==> config.mk <==
export PLATFORM = sky130hd
export DESIGN_NAME = gpr_wb_ctrl
export DESIGN_NICKNAME = d
export VERILOG_FILES = /design/src/rtl/gpr_pkg.sv /design/src/rtl/wb_fifo.sv /design/src/rtl/gpr_wb_ctrl.sv
export SDC_FILE = /design/constraint.sdc
export NUM_CORES = 1
export LEC_CHECK = 0
export ABC_AREA = 0
export CORE_UTILIZATION = 55
export CTS_CLUSTER_SIZE = 30
export DETAILED_ROUTE_END_ITERATION = 8
export GPL_ROUTABILITY_DRIVEN = 0
export PLACE_DENSITY = 0.92
export SLEW_MARGIN = 20
export SYNTH_ARGS = -nofsm -noshare
export SYNTH_HDL_FRONTEND = slang
export SYNTH_SLANG_ARGS = --single-unit
==> constraint.sdc <==
create_clock -name clk -period 5.5 [get_ports clk]
set_clock_uncertainty 0.15 [all_clocks]
set_input_delay 1.375 -clock clk [delete_from_list [all_inputs] [get_ports clk]]
set_output_delay 1.375 -clock clk [all_outputs]
set_load 0.05 [all_outputs]
**Run 1: port wiring**

Bar = 20 µm.
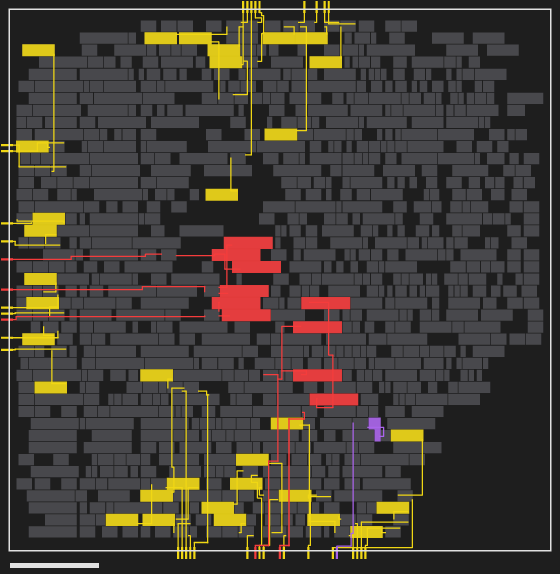
legend:
  fwd_data:
    color: yellow
    bits: 32
    direction: output
    edge: 15 south, 9 north, 8 west
    end_cells: 32
    buffers: 32
    wire: 737 µm
  lsu_valid:
    color: purple
    bits: 1
    direction: input
    edge: south
    end_cells: 2
    buffers: 1
    wire: 38.7 µm
  lsu_rd:
    color: red
    bits: 5
    direction: input
    edge: 3 west, 2 south
    end_cells: 10
    buffers: 5
    wire: 306 µm
count of input and output buffers: 169
number of primary I/O pins: 170

**Run 1: cells by drive strength**

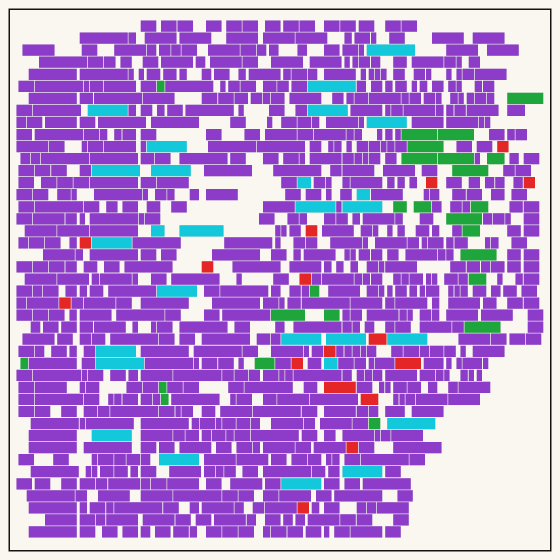
legend:
  x2:
    color: green
    cells: 25
  x1 and smaller:
    color: purple
    cells: 795
  x3 and x4:
    color: red
    cells: 16
  x6 and larger:
    color: cyan
    cells: 27
layout overhead on the synthesized area: 30.9%
Setup WS post-layout: 364 ps
final std cell area, no fill: 10400 µm²
count of non-CTS buffers in the layout: 179

**Run 1: placement by cell class**

Fill, decap, tap and diode cells in gray.
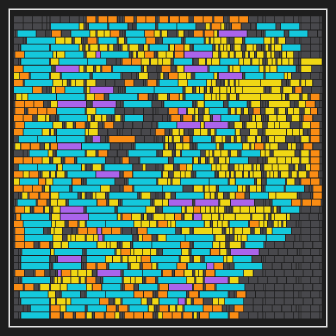
legend:
  registers:
    color: cyan
    cells: 186
    share_of_their_area: 44%
  remaining logic cells:
    color: yellow
    cells: 466
    share_of_their_area: 32%
  remaining buffers and delay cells:
    color: orange
    cells: 179
    share_of_their_area: 18%
  clock drivers and dummy loads:
    color: purple
    cells: 32
    share_of_their_area: 6.4%
# rows: 43
total core area: 13900 µm²
fraction of standard cell area that is sequential: 0.431
final design utilization: 0.743

==> reports/highlights.md, run 1 <==
- **class of the tightest hold or removal check** reg -> reg
- **# setup viols final** 0
- **Relative slew margins** 0.334
- **combinational gate count** 459
- **WHS Path Cells** 1
- **Die Y** 122 µm
- **proportion of power drawn by combinational gates** 0.353
- **leakage dissipation** 0.00366 µW
- **startpoint types** input pin
- **post-synthesis cell count from yosys** 704
- **number of cells in the design after placement** 1010
- **vias in the first global route** 6297
- **Post-Layout Cell Count** 1043
- **period utilisation layout** 0.934
- **Post-Route WL** 20500 µm
- **TritonCTS clock tree** yes
- **Sinks on Clock Net** 186
- **number of cell instances on the worst register-to-register path** 7
- **power share of the sequential group** 0.377
- **most frequent logic cells in the routed design** 167 x sky130_fd_sc_hd__clkdlybuf4s50_1, 111 x sky130_fd_sc_hd__dfxtp_1, 81 x sky130_fd_sc_hd__nand2_1
- **overall fraction of global-route tracks in use** 0.286
- **CTS H-tree depth** 4
- **part of the total power dissipated in the clock network** 0.270
- **CTS buffer count** 17
- **number of buffers on the longest clock path** 2
- **cell chain of the critical path** clkdlybuf4s50_1 > buf_4 > mux4_2 > mux2i_1 > mux2i_1 > a22oi_1 > nand4_1 > buf_4
- **# resized after CTS** 0
- **FP Core Util** 0.568
- **final antenna-violating net count** 0
- **Synth Net Count** 802
- **Post-CTS Setup Bufs** 0
- **highest clock frequency the design can meet** 195 MHz
- **Arr. time, crit path** 3610 ps
- **sum of buffers and inverters on the critical path** 3
- **most numerous logic cell after layout** sky130_fd_sc_hd__clkdlybuf4s50_1
- **setup TNS after final layout** 0 ps
- **clock group power** 1330 µW
- **number of cells on the critical path** 8
- **Post-synth EDFFs** 74
- **number of buffers inserted for hold repair after clock tree synthesis** 0
- **Max-cap violations** 0
- **drt wl/cell** 19.7 µm
- **Gate Area** 3220 µm²
- **Power Density** 475 nW/µm²
- **clock insertion delay at the later pin of the skew report** 430 ps
- **initial antenna violation count** 0
- **required time at the worst-slack endpoint** 3970 ps
- **outcome** finished clean
- **hold slack final** 325 ps
[run 1: cell families after synthesis]
kind of cell	share of synthesized area
compound gates	0.173
xor+xnor	0.0144
fa+ha+maj	0.00632
buf+inv	0.0326
flops	0.564
mux	0.0899
simple gates	0.120
[run 1: per-layer routing]
layer | vias to the layer above | routed length, µm | track usage | part of all wire
met5 | - | 0 | 0 | 0
met4 | 0 | 798 | 0.143 | 0.039
met3 | 65 | 1600 | 0.0782 | 0.078
met2 | 320 | 10400 | 0.486 | 0.51
met1 | 3019 | 7710 | 0.331 | 0.38
li1 | 2904 | - | - | -
[run 1: cells in the mapped netlist (all sizes together), types with 2 or more instances]
library cell / n / area share
o211ai: 3 / 0.0028
buf: 16 / 0.012
nand3: 7 / 0.0044
a2111oi: 3 / 0.0033
nand3b: 7 / 0.0066
nor3: 5 / 0.0032
xor2: 5 / 0.0055
edfxtp: 74 / 0.28
nand4: 2 / 0.0016
xnor2: 8 / 0.0089
o2111ai: 33 / 0.037
nor2: 12 / 0.0057
nand2b: 2 / 0.0016
and3: 6 / 0.0047
or3: 2 / 0.0016
nor2b: 5 / 0.0040
clkbuf: 36 / 0.017
mux2: 5 / 0.0071
nor4b: 2 / 0.0022
mux2i: 43 / 0.054
and3b: 2 / 0.0022
a21boi: 68 / 0.064
and2: 39 / 0.031
nor3b: 6 / 0.0057
inv: 7 / 0.0033
o21ai: 72 / 0.046
nor4: 5 / 0.0040
ha: 4 / 0.0063
mux4: 10 / 0.028
a21oi: 5 / 0.0032
a211oi: 2 / 0.0041
dfxtp: 112 / 0.28
nand2: 82 / 0.039
[run 1: worst reg2reg max path, delay by kind of cell, from the launching register on]
kind                   cells  cell delay, ps
and+or+nand+nor            1             140
DFF                        1             630
buffers and inverters      2             760
AOI/OAI and AO/OA          4            1260
==> run 1 -> run 2 <==
Settings changed: CORE_MARGIN from default to 5, RECOVER_POWER from default to 50, SLEW_MARGIN 20 to default.
**Run 2: routed metal, one color a layer**

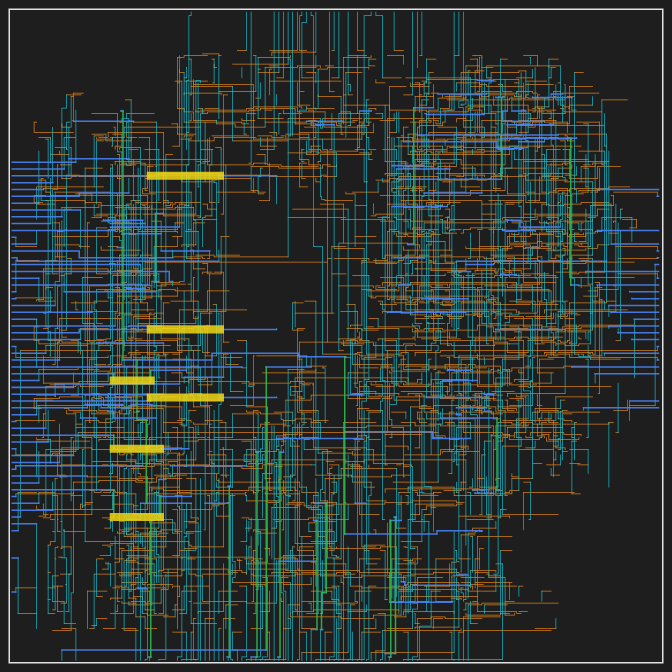
legend:
  M5:
    color: yellow
    wire_length: 67.2 µm
  M4:
    color: green
    wire_length: 534 µm
  M2:
    color: cyan
    wire_length: 10700 µm
  M1:
    color: orange
    wire_length: 8050 µm
  M3:
    color: blue
    wire_length: 1790 µm
Post-Route WL: 21100 µm
overall fraction of global-route tracks in use: 0.257
drt wl/cell: 20.2 µm
via count: 6226

==> reports/highlights.md, run 2 <==
- **outcome** finished, violations left
- **failing checks** max-capacitance violations, max-slew violations
- **final antenna-violating net count** 0, unchanged
- **vias in the first global route** 6352, +0.87%
- **CTS buffer count** 17, unchanged
- **# rows** 43, unchanged
- **top area cells in the synthesized netlist** sky130_fd_sc_hd__dfxtp_1 28%, sky130_fd_sc_hd__edfxtp_1 28%, sky130_fd_sc_hd__mux2i_1 5.4%, sky130_fd_sc_hd__o21ai_0 4.6%, sky130_fd_sc_hd__nand2_1 3.9%
- **clock tree root buffer cell** sky130_fd_sc_hd__clkbuf_16
- **area share of fa/ha/maj cells after synthesis** 0.00632, unchanged
- **Compound-Gate Fraction of Synth Area** 0.173, unchanged
- **global-route track usage on met3** 0.0835, +0.00532
- **Die Y** 130 µm, +6.6%
- **highest clock frequency the design can meet** 197 MHz, +1.1%
- **Post-synth EDFFs** 74, unchanged
- **GR Layer Usage met2** 0.438, -0.0479
- **xor/xnor cell area share of the yosys netlist** 0.0144, unchanged
- **most numerous logic cell after layout** sky130_fd_sc_hd__clkdlybuf4s50_1
- **TritonCTS clock tree** yes
- **count of input and output buffers** 169, unchanged
- **number of buffers on the longest clock path** 2, unchanged
- **top cell type by instance count after synthesis** sky130_fd_sc_hd__dfxtp_1
- **post-synthesis cell count from yosys** 704, unchanged
- **most frequent logic cells in the routed design** 129 x sky130_fd_sc_hd__clkdlybuf4s50_1, 111 x sky130_fd_sc_hd__dfxtp_1, 81 x sky130_fd_sc_hd__nand2_1
- **WHS Path Cells** 1, unchanged
- **first-pass GRT wire length** 33300 µm
- **Max-cap violations** 3, +3
- **VDD IR max** 0.349 mV
- **Sinks on Clock Net** 186, unchanged
- **Synth Net Count** 802, unchanged
- **clock insertion delay at the later pin of the skew report** 430 ps, about the same
- **Gate Area** 3210 µm², -0.27%
- **# setup viols final** 0, unchanged
- **cell chain of the critical path** clkdlybuf4s50_1 > mux4_2 > o2111a_1 > a2111oi_0 > nand4_1 > buf_4
- **CTS H-tree depth** 4, unchanged
- **number of cell instances on the worst register-to-register path** 7, unchanged
- **total core area** 14000 µm², +0.39%
- **required time at the worst-slack endpoint** 3970 ps, about the same
- **Basic Gates by Area** 0.120, unchanged
- **sum of buffers and inverters on the critical path** 2, -1
- **Largest logic family** AND-OR/OR-AND gates
- **number of buffers inserted for hold repair after clock tree synthesis** 0, unchanged
- **setup TNS after final layout** 0 ps, unchanged
- **layout overhead on the synthesized area** 30.3%
- **# resized after CTS** 0, unchanged
- **Post-synth top cells** 112 x sky130_fd_sc_hd__dfxtp_1, 82 x sky130_fd_sc_hd__nand2_1, 74 x sky130_fd_sc_hd__edfxtp_1, 72 x sky130_fd_sc_hd__o21ai_0, 43 x sky130_fd_sc_hd__mux2i_1
- **portion of netlist area occupied by mux cells** 0.0899, unchanged
- **top-area cell type share of the netlist area** 0.283, unchanged
- **Power Density** 470 nW/µm², -1.1%
- **cell accounting for the most synthesized area** sky130_fd_sc_hd__dfxtp_1
- **number of primary I/O pins** 170, unchanged
- **Arr. time, crit path** 3560 ps, -50 ps
- **FP Core Util** 0.566, -0.00218
- **Relative slew margins** -0.390, -0.724
- **max-slew violation count** 152
==> run 2: cells by family after synthesis <==
logic type / count (synthesis)
xor+xnor: 13
fa+ha+maj: 4
buf+inv: 59
simple gates: 186
mux: 58
compound gates: 198
flops: 186
==> run 2: power breakdown <==
group	switching (µW)	internal (µW)	leakage [µW]
clock network	537	728	0.000300
logic	1120	621	0.00173
registers	165	1670	0.00161
==> run 2: worst reg2reg max path: stages (launching register included) <==
cell and delay (ps):
sky130_fd_sc_hd__dfxtp_2 420, sky130_fd_sc_hd__buf_4 540, sky130_fd_sc_hd__nor4_1 200, sky130_fd_sc_hd__a211oi_2 410
sky130_fd_sc_hd__a211o_1 940, sky130_fd_sc_hd__buf_4 320, sky130_fd_sc_hd__o2111ai_1 120, sky130_fd_sc_hd__a21boi_1 180
==> run 2: cell type report <==
cell class                 count  area share
tap                          180      0.0218
multi-input combinational    459       0.311
sequential                   186       0.433
timing repair buffer         181       0.172
clock buffer                  18      0.0416
clock inverter                14      0.0183
antenna                        1    0.000243
inverter                       7     0.00255
==> run 2: routing by layer <==
metal | share of wire | vias to the layer above | routed length [µm]
met5 | 0.0032 | - | 67
met4 | 0.025 | 12 | 533
met2 | 0.51 | 278 | 10700
met1 | 0.38 | 2989 | 8050
met3 | 0.085 | 50 | 1790
li1 | - | 2897 | -
==> run 2: metrics by stage <==
step                       util  cell area [µm²]  hold slack (ps)  std cells
after floorplan               -             7920              313        704
after global routing      0.737            10300              356       1046
after CTS                 0.738            10300              335       1045
after detailed placement  0.693             9700              319       1013
after global placement    0.693             9700              301       1013
final                     0.737            10300              335       1046
Power figures rest on the tool's default switching activity, not on a simulated workload.
